## config.mk

```make
export PLATFORM = sky130hd
export DESIGN_NAME = fetch_unit_flat
export DESIGN_NICKNAME = d
export VERILOG_FILES = /design/src/rtl/fetch_pkg.sv /design/src/rtl/fetch_if.sv /design/src/rtl/fetch_fifo.sv /design/src/rtl/fetch_unit.sv /design/src/flat_wrapper.sv
export SDC_FILE = /design/constraint.sdc
export NUM_CORES = 1
export LEC_CHECK = 0
export CAP_MARGIN = 0
export CORE_UTILIZATION = 49
export DETAILED_ROUTE_END_ITERATION = 8
export GPL_ROUTABILITY_DRIVEN = 0
export HOLD_SLACK_MARGIN = 0.15
export PLACE_DENSITY = 0.88
export SLEW_MARGIN = 40
export SYNTH_ARGS = -nofsm -noshare
export SYNTH_HDL_FRONTEND = slang
export SYNTH_SLANG_ARGS = --single-unit
```

## constraint.sdc

```tcl
create_clock -name clk -period 13.1 [get_ports clk]
set_input_delay 2.62 -clock clk [delete_from_list [all_inputs] [get_ports clk]]
set_output_delay 2.62 -clock clk [all_outputs]
set_load 0.005 [all_outputs]
```

## src/rtl/fetch_pkg.sv

```systemverilog
`default_nettype none
// ============================================================================
// Module : fetch_pkg
// Brief  : Shared types for the instruction fetch unit and its buffer.
// Rev    : 1.0 - initial release
// ============================================================================
package fetch_pkg;

    localparam int c_XLEN = 32;

    typedef enum logic [1:0] {
        REQ  = 2'd0,
        WAIT = 2'd1,
        DROP = 2'd2
    } fetch_state_t;

    typedef struct packed {
        logic [c_XLEN-1:0] pc;
        logic [c_XLEN-1:0] inst;
    } fetch_entry_t;

endpackage
`default_nettype wire

```

## src/rtl/fetch_if.sv

```systemverilog
`default_nettype none
// ============================================================================
// Module : fetch_if
// Brief  : PC, instruction-memory and decode handshakes of the fetch unit.
// Rev    : 1.0 - initial release
// ============================================================================
interface fetch_if;
    import fetch_pkg::*;

    logic [c_XLEN-1:0] pc;
    logic              pcread;
    logic              pcenable;
    logic [c_XLEN-1:0] next_pc;
    logic              redirect;
    logic [c_XLEN-1:0] redirect_target;
    logic              imem_req;
    logic [c_XLEN-1:0] imem_addr;
    logic              imem_gnt;
    logic              imem_rvalid;
    logic [c_XLEN-1:0] imem_rdata;
    logic              inst_valid;
    logic              inst_ready;
    logic [c_XLEN-1:0] inst_data;
    logic [c_XLEN-1:0] inst_pc;

    // master: the fetch unit itself
    modport master (
        input  pc, redirect, redirect_target, imem_gnt, imem_rvalid, imem_rdata, inst_ready,
        output pcread, pcenable, next_pc, imem_req, imem_addr, inst_valid, inst_data, inst_pc
    );

    // slave: PC block, memory and decode stage
    modport slave (
        output pc, redirect, redirect_target, imem_gnt, imem_rvalid, imem_rdata, inst_ready,
        input  pcread, pcenable, next_pc, imem_req, imem_addr, inst_valid, inst_data, inst_pc
    );

endinterface
`default_nettype wire

```

## src/rtl/fetch_fifo.sv

```systemverilog
`default_nettype none
// ============================================================================
// Module : fetch_fifo
// Brief  : Instruction buffer holding {pc, inst} pairs in fetch order.
// Rev    : 1.0 - initial release
// ============================================================================
module fetch_fifo
    import fetch_pkg::*;
#(
    parameter int DEPTH = 2
) (
    input  logic                       clk,
    input  logic                       rstn,
    input  logic                       push,
    input  fetch_entry_t               push_entry,
    input  logic                       pop,
    input  logic                       flush,
    output logic [$clog2(DEPTH+1)-1:0] count,
    output fetch_entry_t               head
);

    localparam int              c_PW   = $clog2(DEPTH);
    localparam int              c_CW   = $clog2(DEPTH + 1);
    localparam logic [c_PW-1:0] c_LAST = c_PW'(DEPTH - 1);

    fetch_entry_t    r_mem [DEPTH];
    logic [c_PW-1:0] r_rd_ptr;
    logic [c_PW-1:0] r_wr_ptr;
    logic [c_CW-1:0] r_count;

    // Pointers wrap explicitly so non-power-of-two depths work.
    function automatic logic [c_PW-1:0] ptr_inc(input logic [c_PW-1:0] p);
        return (p == c_LAST) ? '0 : p + c_PW'(1);
    endfunction

    always_ff @(posedge clk) begin
        if (!rstn || flush) begin
            r_rd_ptr <= '0;
            r_wr_ptr <= '0;
            r_count  <= '0;
        end else begin
            if (push) begin
                r_wr_ptr <= ptr_inc(r_wr_ptr);
            end
            if (pop) begin
                r_rd_ptr <= ptr_inc(r_rd_ptr);
            end
            case ({push, pop})
                2'b10:   r_count <= r_count + c_CW'(1);
                2'b01:   r_count <= r_count - c_CW'(1);
                default: r_count <= r_count;
            endcase
        end
    end

    // Storage carries no reset; validity is tracked by r_count alone.
    always_ff @(posedge clk) begin
        if (push && !flush) begin
            r_mem[r_wr_ptr] <= push_entry;
        end
    end

    assign count = r_count;
    assign head  = r_mem[r_rd_ptr];

endmodule
`default_nettype wire

```

## src/rtl/fetch_unit.sv

```systemverilog
`default_nettype none
// ============================================================================
// Module : fetch_unit
// Brief  : Single-outstanding instruction fetch with redirect handling.
// Rev    : 1.0 - initial release
// ============================================================================
module fetch_unit
    import fetch_pkg::*;
#(
    parameter int DEPTH = 2
) (
    input  logic    clk,
    input  logic    rstn,
    fetch_if.master bus
);

    localparam int              c_CW    = $clog2(DEPTH + 1);
    localparam logic [c_CW-1:0] c_DEPTH = c_CW'(DEPTH);

    fetch_state_t      r_state;
    logic [c_XLEN-1:0] r_req_pc;

    logic [c_CW-1:0]   w_count;
    fetch_entry_t      w_head;
    fetch_entry_t      w_push_entry;
    logic              w_req;
    logic              w_accept;
    logic              w_valid;
    logic              w_push;
    logic              w_pop;
    logic              w_flush;

    // Every output is gated by rstn so nothing leaks while reset is held.
    always_comb begin
        w_req        = rstn && (r_state == REQ) && (w_count < c_DEPTH) && !bus.redirect;
        w_accept     = w_req && bus.imem_gnt;
        w_valid      = rstn && (w_count != '0) && !bus.redirect;
        w_pop        = w_valid && bus.inst_ready;
        w_push       = rstn && (r_state == WAIT) && bus.imem_rvalid && !bus.redirect;
        w_flush      = rstn && bus.redirect;
        w_push_entry = '{pc: r_req_pc, inst: bus.imem_rdata};
    end

    assign bus.imem_req  = w_req;
    assign bus.imem_addr = rstn ? bus.pc : '0;
    assign bus.pcread    = w_accept;
    assign bus.pcenable  = rstn && bus.redirect;
    assign bus.next_pc   = rstn ? bus.redirect_target : '0;
    assign bus.inst_valid = w_valid;
    assign bus.inst_data  = rstn ? w_head.inst : '0;
    assign bus.inst_pc    = rstn ? w_head.pc   : '0;

    // A redirect with the response still in flight parks in DROP until it lands.
    always_ff @(posedge clk) begin
        if (!rstn) begin
            r_state  <= REQ;
            r_req_pc <= '0;
        end else begin
            case (r_state)
                REQ: begin
                    if (w_accept) begin
                        r_state  <= WAIT;
                        r_req_pc <= bus.pc;
                    end
                end
                WAIT: begin
                    if (bus.imem_rvalid) begin
                        r_state <= REQ;
                    end else if (bus.redirect) begin
                        r_state <= DROP;
                    end
                end
                DROP: begin
                    if (bus.imem_rvalid) begin
                        r_state <= REQ;
                    end
                end
                default: r_state <= REQ;
            endcase
        end
    end

    fetch_fifo #(
        .DEPTH (DEPTH)
    ) u_fifo (
        .clk        (clk),
        .rstn       (rstn),
        .push       (w_push),
        .push_entry (w_push_entry),
        .pop        (w_pop),
        .flush      (w_flush),
        .count      (w_count),
        .head       (w_head)
    );

endmodule
`default_nettype wire

```

## src/flat_wrapper.sv

```systemverilog
// flat-port wrapper written by rule: the top's interface ports become plain ports
module fetch_unit_flat import fetch_pkg::*;
#(
    parameter int DEPTH = 2
)
  (clk, rstn, bus_pc, bus_redirect, bus_redirect_target, bus_imem_gnt, bus_imem_rvalid, bus_imem_rdata, bus_inst_ready, bus_pcread, bus_pcenable, bus_next_pc, bus_imem_req, bus_imem_addr, bus_inst_valid, bus_inst_data, bus_inst_pc);
  fetch_if bus_i ();
  input  logic clk;
  input  logic rstn;
  input wire logic [$bits(bus_i.pc)-1:0] bus_pc;
  input wire logic [$bits(bus_i.redirect)-1:0] bus_redirect;
  input wire logic [$bits(bus_i.redirect_target)-1:0] bus_redirect_target;
  input wire logic [$bits(bus_i.imem_gnt)-1:0] bus_imem_gnt;
  input wire logic [$bits(bus_i.imem_rvalid)-1:0] bus_imem_rvalid;
  input wire logic [$bits(bus_i.imem_rdata)-1:0] bus_imem_rdata;
  input wire logic [$bits(bus_i.inst_ready)-1:0] bus_inst_ready;
  output wire logic [$bits(bus_i.pcread)-1:0] bus_pcread;
  output wire logic [$bits(bus_i.pcenable)-1:0] bus_pcenable;
  output wire logic [$bits(bus_i.next_pc)-1:0] bus_next_pc;
  output wire logic [$bits(bus_i.imem_req)-1:0] bus_imem_req;
  output wire logic [$bits(bus_i.imem_addr)-1:0] bus_imem_addr;
  output wire logic [$bits(bus_i.inst_valid)-1:0] bus_inst_valid;
  output wire logic [$bits(bus_i.inst_data)-1:0] bus_inst_data;
  output wire logic [$bits(bus_i.inst_pc)-1:0] bus_inst_pc;
  assign bus_i.pc = bus_pc;
  assign bus_i.redirect = bus_redirect;
  assign bus_i.redirect_target = bus_redirect_target;
  assign bus_i.imem_gnt = bus_imem_gnt;
  assign bus_i.imem_rvalid = bus_imem_rvalid;
  assign bus_i.imem_rdata = bus_imem_rdata;
  assign bus_i.inst_ready = bus_inst_ready;
  assign bus_pcread = bus_i.pcread;
  assign bus_pcenable = bus_i.pcenable;
  assign bus_next_pc = bus_i.next_pc;
  assign bus_imem_req = bus_i.imem_req;
  assign bus_imem_addr = bus_i.imem_addr;
  assign bus_inst_valid = bus_i.inst_valid;
  assign bus_inst_data = bus_i.inst_data;
  assign bus_inst_pc = bus_i.inst_pc;
  fetch_unit #(.DEPTH(DEPTH)) u_core (.clk(clk), .rstn(rstn), .bus(bus_i));
endmodule
```

**Run 1: clock distribution**

The bar under the picture is 20 µm long.
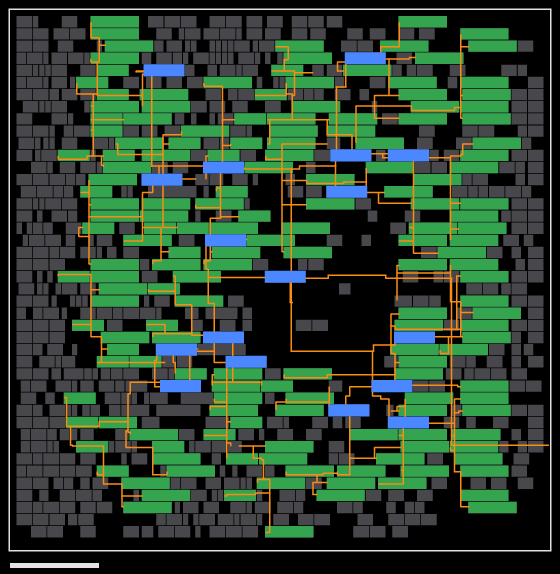
Key: clock-net drivers = blue [count 17]; flip-flops = green [count 167]; clock wires = orange [length 1690 µm]
There are 18 routed clock nets.
Insertion Delay late pin: 410 ps
Clock power frac: 42.4%
Layout Skew: 9.32 ps

**Run 1: where the registers sit**

The bar under the picture is 20 µm long. Other sequential cells in the stronger grey, the rest of the logic in the fainter grey.
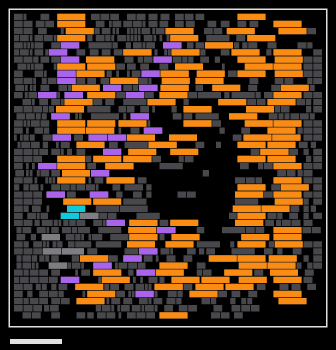
Key: `u_core.r_state` = cyan [flops 2]; `u_core.r_req_pc` = purple [flops 32]; `u_core.u_fifo.r_mem` = orange [flops 128, where all over the die]
Another 5 sequential cells are not coloured.
register area: 0.00463 mm²
Seq group: 575 µW
sequential share of cell area: 46.1%
final core utilization: 72.6%

**Run 1: congestion heat map**

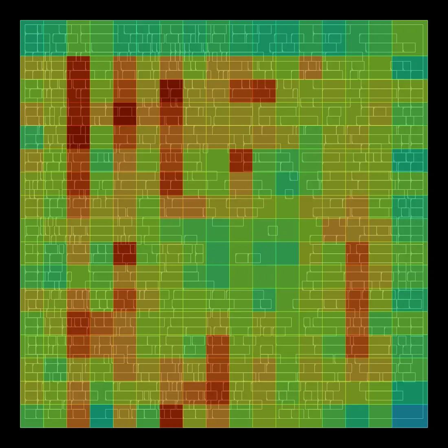
met1 Track Usage GR: 24.1%
GRT met2 Usage: 36.5%
busiest metal layer after global routing: met2

[run 1: area by class of cell]
type	count	area, µm²
Clock buffer	18	429
Clock inverter	14	160
Fill cell	878	3780
Inverter	34	128
Multi-Input combinational cell	287	2040
Sequential cell	167	4630
Tap cell	180	225
Timing Repair Buffer	240	2430
[run 1: cell usage in the layout (no fill, tap or decap), types with 5 or more instances in the layout]
cell	count
and2_1	35
clkbuf_16	17
clkdlybuf4s50_1	232
dfxtp_1	38
edfxtp_1	128
inv_1	34
inv_6	6
mux2i_1	98
nand2_1	66
nor2_1	5
nor2b_1	65
[run 1: registers in the layout (all words and copies together) (netlist names), named ones only]
name / cells
u_core.u_fifo.r_rd_ptr: 1
u_core.u_fifo.r_wr_ptr: 1
u_core.u_fifo.count: 2
u_core.r_req_pc: 32
u_core.r_state: 2
u_core.u_fifo.r_mem: 128
[run 1: power by group]
group / internal [mW] / switching, mW
Sequential: 0.572 / 0.00287
Combinational: 0.0622 / 0.0324
Clock: 0.286 / 0.206
Total: 0.920 / 0.241
[run 1: layer usage]
layer	wire [µm]	share of wire, %	track usage [%]
met1	6070	41	24.1
met2	7490	50	36.5
met3	1070	7.2	6.20
met4	201	1.4	6.25
met5	0	0	0
[run 1: worst register-to-register path, stage by stage, from the launching register on]
cell and delay (ps):
dfxtp_1 420, nand4b_1 390, nor2_4 410, buf_16 210
buf_4 480
[run 1: logic make-up (layout without fill, tap and decap cells)]
family / count (synthesis) / in the layout / synth area share [%]
AOI/OAI and AO/OA: 4 / 4 / 0.325
adders and majority gates: 1 / 1 / 0.180
buffers and inverters: 63 / 306 / 4.33
DFF: 167 / 167 / 66.7
xor gates and xnor gates: 3 / 3 / 0.379
muxes: 98 / 98 / 14.1
and+or+nand+nor: 181 / 181 / 13.9
==> results.sh, run 1 <==
# physical design summary
export IMPL_status="finished, final reports clean"
export IMPL_routed_wl_um=14800
export IMPL_postLayoutCellArea_mm2=0.0100
export IMPL_h_tree_depth=4
export IMPL_grt_remaining_overflow=0
export IMPL_crit_type="in2out"
export IMPL_wl_per_cell_um=15.8
export IMPL_critPathMostFrequentCell="buf_4"
export IMPL_yosysChipArea_mm2=0.00693
export IMPL_fin_ws_ps=5640
export IMPL_cts_max_path_buffers=2
export IMPL_endpoint_kind="output port"
export IMPL_postPlaceCellArea_mm2=0.00941
export IMPL_setup_viol=0
export IMPL_total_power_mw=1.16
export IMPL_crit_path_end="bus_inst_valid"
export IMPL_clock_sinks=167
export IMPL_synth_edff_count=128
export IMPL_reg2reg_depth=4
export IMPL_fin_cells=940
export IMPL_reg2reg_from="u_core.r_state[0]$_SDFFE_PN0P_"
export IMPL_yosys_top_cells_count="edfxtp_1, mux2i_1, nand2_1"
export IMPL_hold_ws_ps=458
export IMPL_num_rows=43
export IMPL_min_period_over_period_pct=56.9
export IMPL_crit_cells=5
export IMPL_crit_buf_inv=3
export IMPL_clock_root_buffer="clkbuf_16"
export IMPL_synth_cell_type_count=27
export IMPL_syn_num_nets=620
export IMPL_synth_area_mm2=0.00693
export IMPL_dr_total_vias=4622
export IMPL_drtAntennaViolNets=0
export IMPL_relSlewSlack_pct=52.4
export IMPL_fmax_mhz=134
export IMPL_ios=234
export IMPL_core_mm2=0.0138
export IMPL_fin_tns_setup_ps=0
export IMPL_yosys_warnings=0
export IMPL_worst_pin_slew_ps=714
export IMPL_drive_above_1_share_pct=5.92
export IMPL_cp_top_family="buffers and inverters"
export IMPL_ys_async_sr_fraction_pct=0
export IMPL_dieArea_mm2=0.0146
**Run 1: cells coloured by class**

The bar under the picture is 20 µm long.
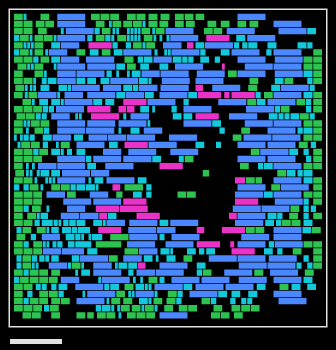

==> run 1 -> run 2 <==
- CORE_UTILIZATION: 49 -> 46
- PLACE_DENSITY: 0.88 -> 0.84
- clock period: 13.1 -> 7.3 ns (I/O delays scaled with it)
**Run 2: cells coloured by class**

The bar under the picture is 20 µm long.
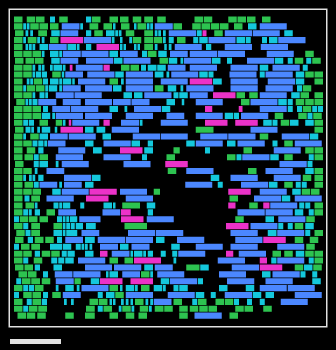
Key: registers = blue [cells 167]; clock drivers and dummy loads = magenta [cells 32]; remaining logic cells = cyan [cells 321]; remaining buffers and delay cells = green [cells 241]
FP Rows: 44
final core utilization: 68.6%
Core Region: 0.0146 mm²
sequential share of cell area: 46.1%

==> run 2 against run 1 <==
The flow now finishes with violations (design-rule violations); register-to-register slack worse by 5500 ps; sequential share of layout area is essentially flat; via count fell by 0.28%; critical endpoint is now bus_imem_addr[2].
==> results.sh, run 2 <==
# physical design summary
export IMPL_syn_area_per_cell_um2=13.4
export IMPL_grt_pass1_wl_um=24200
export IMPL_reg2reg_from="u_core.r_state[1]$_SDFFE_PN0P_"
export IMPL_tritoncts="done"
export IMPL_clock_latency_ps=410
export IMPL_final_cell_mix="clkdlybuf4s50_1, edfxtp_1, mux2i_1, nand2_1, nor2b_1"
export IMPL_dr_total_vias=4609
export IMPL_post_route_min_period_ps=4680
export IMPL_ff_type="edfxtp_1"
export IMPL_drtAntennaViolNets=0
export IMPL_wl_per_cell_um=15.9
export IMPL_regArea_mm2=0.00463
export IMPL_switchingPower_uw=418
export IMPL_dieArea_mm2=0.0156
export IMPL_power_frac_comb_pct=8.2
export IMPL_routed_wl_um=15100
export IMPL_yosysChipArea_mm2=0.00693
export IMPL_synth_edff_count=128
export IMPL_synth_cell_type_count=27
export IMPL_crit_type="in2out"
export IMPL_place_worst_setup_slack_ps=2630
export IMPL_ios=234
export IMPL_total_power_mw=2.06
export IMPL_status="complete, but fails checks"
export IMPL_largest_reg_flops=128
export IMPL_fin_tns_setup_ps=0
export IMPL_fp_util_pct=47.4
export IMPL_relSlewSlack_pct=54.3
export IMPL_warnings=28
export IMPL_synth_area_mm2=0.00693
export IMPL_min_period_over_period_pct=64.1
export IMPL_ys_async_sr_fraction_pct=0
export IMPL_finClkSkew_ps=8.68
export IMPL_setup_viol=0
export IMPL_clock_sinks=167
export IMPL_grt_pass1_vias=4831
export IMPL_postLayoutCellArea_mm2=0.0100
export IMPL_syn_num_nets=620
export IMPL_p_clk_share_pct=41.8
export IMPL_p_sw_share_pct=20.3
export IMPL_grt_usage_pct=20.1
export IMPL_cts_max_path_buffers=2
export IMPL_intPower_mw=1.64
export IMPL_yosys_warnings=0
export IMPL_fillers=1029
export IMPL_drive_above_1_share_pct=5.91
export IMPL_endpoint_kind="output port"
export IMPL_top_regs="u_core.u_fifo.r_mem (128), u_core.r_req_pc (32)"
export IMPL_clock_root_buffer="clkbuf_16"
export IMPL_maxCapViolCount=0
export IMPL_portBuffers=233
export IMPL_die_w_um=125
export IMPL_cts_resized=0
export IMPL_dp_hpwl_um=10400
export IMPL_yosys_top_cells_count="edfxtp_1, mux2i_1, nand2_1"
export IMPL_synth_seq_share_pct=66.7
export IMPL_postPlaceCellArea_mm2=0.00943
export IMPL_worst_pin_slew_ps=685
export IMPL_grt_antenna_before_repair=0
export IMPL_fin_ws_ps=2620
export IMPL_hold_ws_ps=451
export IMPL_h_tree_depth=4
export IMPL_grt_remaining_overflow=0
export IMPL_drc_errors=30
export IMPL_fmax_mhz=214
export IMPL_violations="design-rule violations"
export IMPL_top_register="u_core.u_fifo.r_mem"
export IMPL_comb_area_mm2=0.00203
export IMPL_power_share_sequential_pct=50.0
**Run 2: selected gate families**

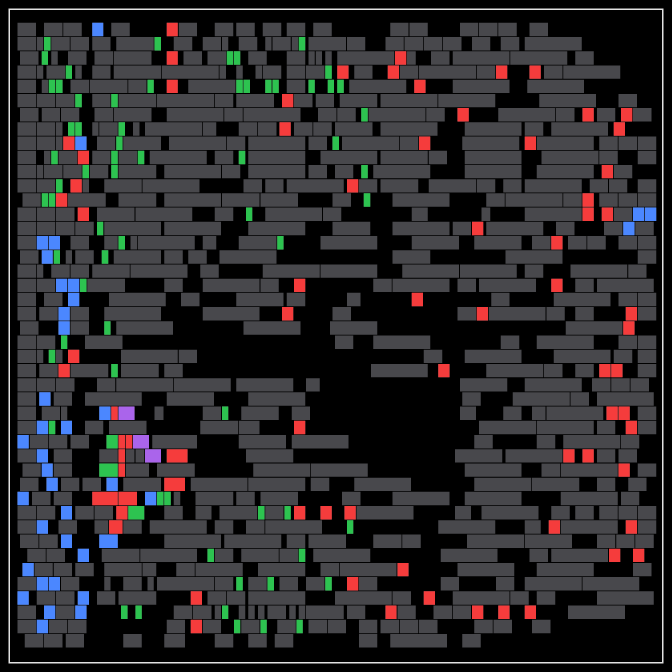
Key: and/or cells = blue [cells 37]; nor cells = red [cells 75, where all over the die]; xor and xnor cells = purple [cells 3]; nand cells = green [cells 69]
Comb area share: 20.2%
dominant logic cell type in the layout: clkdlybuf4s50_1
non-filler instance count after layout: 945

-- run 2: routing by layer --
layer / routed length (µm) / track usage, % / vias up
met5: 0 / 0 / -
met4: 91 / 7.41 / 0
met3: 1050 / 5.54 / 7
met2: 7670 / 34.9 / 180
met1: 6240 / 23.7 / 2203
li1: - / - / 2219
-- run 2: worst paths after layout --
| path | cells past startpoint | to |
|---|---|---|
| worst min-delay path | 0 | u_core.u_fifo.r_mem[1][49]$_DFFE_PP_ |
| worst max-delay path | 5 | bus_imem_addr[2] |
| worst min register to register | 0 | u_core.u_fifo.r_mem[1][49]$_DFFE_PP_ |
| worst max register to register | 3 | u_core.u_fifo.r_mem[0][50]$_DFFE_PP_ |
-- run 2: critical path, delay by kind of cell --
| family | cells | cell delay (ps) |
|---|---|---|
| buf+inv | 4 | 1570 |
| simple gates | 1 | 160 |
-- run 2: kinds of logic (layout without fill, tap and decap cells) --
kind of cell	count (synthesis)	in the layout	synth area share, %
and+or+nand+nor	181	181	13.9
DFF	167	167	66.7
adders and majority gates	1	1	0.180
buffers and inverters	63	307	4.33
muxes	98	98	14.1
xor gates and xnor gates	3	3	0.379
AOI/OAI and AO/OA	4	4	0.325
-- run 2: power groups by stage --
stage / Sequential [mW] / Combinational (mW) / Clock [mW]
after floorplan: 1.05 / 0.0532 / 0
after global placement: 1.05 / 0.167 / 0
after detailed placement: 1.05 / 0.170 / 0
after CTS: 1.03 / 0.172 / 0.880
after global routing: 1.03 / 0.183 / 0.921
final: 1.03 / 0.170 / 0.861
-- run 2: layout make-up --
class | count | area share, %
Sequential cell | 167 | 46.1
Tap cell | 184 | 2.29
Multi-Input combinational cell | 287 | 20.2
Clock inverter | 14 | 1.51
Inverter | 34 | 1.27
Clock buffer | 18 | 4.27
Timing Repair Buffer | 241 | 24.3
**Run 2: where the registers sit**

The bar under the picture is 20 µm long. Other sequential cells in the stronger grey, the rest of the logic in the fainter grey.
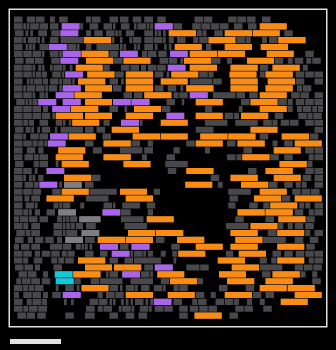

==> run 2 -> run 3 <==
- clock period: 7.3 -> 4.6 ns (I/O delays scaled with it)
**Run 3: where the registers sit**

The bar under the picture is 20 µm long. Other sequential cells in the stronger grey, the rest of the logic in the fainter grey.
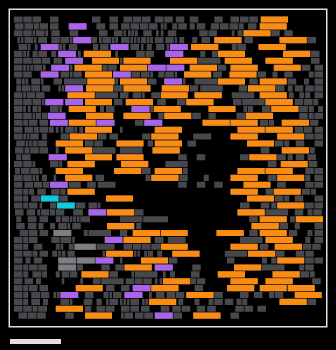
Key: `u_core.u_fifo.r_mem` = orange [flops 128, where all over the die]; `u_core.r_req_pc` = purple [flops 32]; `u_core.r_state` = cyan [flops 2]
Another 5 sequential cells are not coloured.
final core utilization: 68.5%
sequential share of cell area: 46.2%
Seq group: 1.64 mW

**Run 3: congestion heat map**

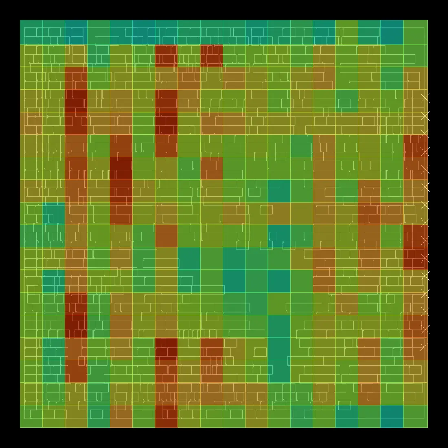
DR WL/cell: 15.9 µm
GRT met2 Usage: 34.3%

==> run 3 against run 2 <==
The run still ends with design-rule violations left; sequential power is 59% higher; via count hardly changed; area after synthesis stayed put; die area stayed put; combinational power is 59% higher; clock power is 51% higher; wire length hardly changed; critical path depth is 1 lower; global-route usage is 0.19 points lower; final area is 0.12% lower; hold slack better by 2.8 ps; core utilization is 0.086 points lower; critical path type unchanged; highest routed layer unchanged.
==> results.sh, run 3 <==
# physical design summary
export IMPL_status="complete, but fails checks"
export IMPL_violations="design-rule violations"
export IMPL_p_sw_share_pct=20.9
export IMPL_fp_util_pct=47.4
export IMPL_busiest_layer="met2"
export IMPL_grt_pass1_vias=4708
export IMPL_crit_type="in2out"
export IMPL_ys_async_sr_fraction_pct=0
export IMPL_dr_total_vias=4607
export IMPL_final_nets=851
export IMPL_top_regs="u_core.u_fifo.r_mem (128), u_core.r_req_pc (32)"
export IMPL_syn_area_per_cell_um2=13.4
export IMPL_endpoint_kind="output port"
export IMPL_slowest_delay_ps=520
export IMPL_yosys_top_cells_count="edfxtp_1, mux2i_1, nand2_1"
export IMPL_yosysChipArea_mm2=0.00693
export IMPL_lay_top_count="clkdlybuf4s50_1"
export IMPL_h_tree_depth=4
export IMPL_reg2reg_depth=3
export IMPL_fmax_mhz=288
export IMPL_final_cell_mix="clkdlybuf4s50_1, edfxtp_1, mux2i_1, nand2_1, nor2b_1"
export IMPL_clock_root_buffer="clkbuf_16"
export IMPL_relSlewSlack_pct=56.7
export IMPL_switchingPower_uw=672
export IMPL_portBuffers=233
export IMPL_synth_edff_count=128
export IMPL_ff_type="edfxtp_1"
export IMPL_hold_depth=0
export IMPL_grt_usage_pct=19.9
export IMPL_clock_latency_ps=410
export IMPL_dp_hpwl_um=10200
export IMPL_power_frac_comb_pct=8.5
export IMPL_synth_cell_type_count=27
export IMPL_synth_seq_share_pct=66.7
export IMPL_cts_resized=0
export IMPL_path_clk_slew_ps=60
export IMPL_power_share_sequential_pct=51.0
export IMPL_fin_cells=945
export IMPL_tritoncts="done"
export IMPL_grt_met1_usage_pct=23.6
export IMPL_cts_max_path_buffers=2
export IMPL_yosys_warnings=0
export IMPL_grt_remaining_overflow=0
export IMPL_core_mm2=0.0146
export IMPL_hold_buffers=0
export IMPL_finClkSkew_ps=8.23
export IMPL_min_to="u_core.u_fifo.r_mem[1][60]$_DFFE_PP_"
export IMPL_drive_above_1_share_pct=5.91
export IMPL_die_w_um=125
export IMPL_maxCapViolCount=0
export IMPL_drc_errors=29
export IMPL_clock_sinks=167
export IMPL_dieArea_mm2=0.0156
export IMPL_num_rows=44
export IMPL_routed_wl_um=15100
export IMPL_crit_reg2reg_capture="u_core.u_fifo.r_mem[1][12]$_DFFE_PP_"
export IMPL_largest_reg_flops=128
export IMPL_worst_pin_slew_ps=649
export IMPL_rsz0062_at_grt="no"
export IMPL_crit_slowest_cell="clkdlybuf4s50_1"
export IMPL_drtAntennaViolNets=0
export IMPL_grt_pass1_wl_um=23800
export IMPL_ios=234
export IMPL_maxSlewViolCount=0
export IMPL_warnings=26
export IMPL_post_route_min_period_ps=3470
export IMPL_hold_ws_ps=454
export IMPL_grt_antenna_before_repair=0
export IMPL_fin_tns_setup_ps=0
export IMPL_grt_use_met3_pct=6.06
export IMPL_grt_max_degree=82
export IMPL_reg2reg_from="u_core.r_state[1]$_SDFFE_PN0P_"
export IMPL_intPower_mw=2.54
export IMPL_fillers=995
export IMPL_synth_area_mm2=0.00693
export IMPL_min_period_over_period_pct=75.5
==> run 3: cell count changes in the layout (fill, tap and decap cells not counted), sizes merged <==
cell      delta
clkinvlp     -3
inv          +3
bufinv       -2
buf          +1
clkbuf       +1
==> run 3: worst max-delay path: cells and delay by family <==
family / cells / cell delay [ps]
AND/OR/NAND/NOR: 1 / 200
buffers and inverters: 3 / 1370
==> run 3: through the flow <==
| step | cell area (µm²) | util [%] | power, mW | worst slack, ps |
|---|---|---|---|---|
| finish | 10000 | 68.5 | 3.21 | 1130 |
| global route | 10000 | 68.5 | 3.32 | 932 |
| CTS | 10000 | 68.3 | 3.24 | 1120 |
| detailed placement | 9450 | 64.5 | 1.94 | 1040 |
| global placement | 9410 | 64.2 | 1.93 | 1150 |
| floorplan | 6930 | - | 1.75 | 129 |
==> run 3: power by group through the flow <==
stage               Combinational, mW  Sequential, mW  Clock (mW)
finish                          0.271            1.64        1.30
global placement                0.266            1.67           0
floorplan                      0.0844            1.67           0
CTS                             0.273            1.64        1.33
global route                    0.292            1.64        1.39
detailed placement              0.270            1.67           0
==> run 3: area by class of cell <==
class	count	area, µm²	share of cell area (%)
clock buffer	20	458	4.57
multi-input combinational	287	2030	20.2
tap	184	230	2.30
sequential	167	4630	46.2
inverter	34	128	1.27
clock inverter	12	90.1	0.898
timing repair buffer	241	2460	24.6
==> run 3: kinds of logic (layout without fill, tap and decap cells) <==
family	after synthesis	count (layout)	share of synthesized area, %
fa+ha+maj	1	1	0.180
xor+xnor	3	3	0.379
flops	167	167	66.7
compound gates	4	4	0.325
mux	98	98	14.1
simple gates	181	181	13.9
buf+inv	63	307	4.33
==> run 3: metal layers <==
metal	routed length, µm	vias up
met3	1040	17
met5	0	-
met2	7540	182
li1	-	2229
met1	6250	2179
met4	235	0
Power figures rest on the tool's default switching activity, not on a simulated workload.
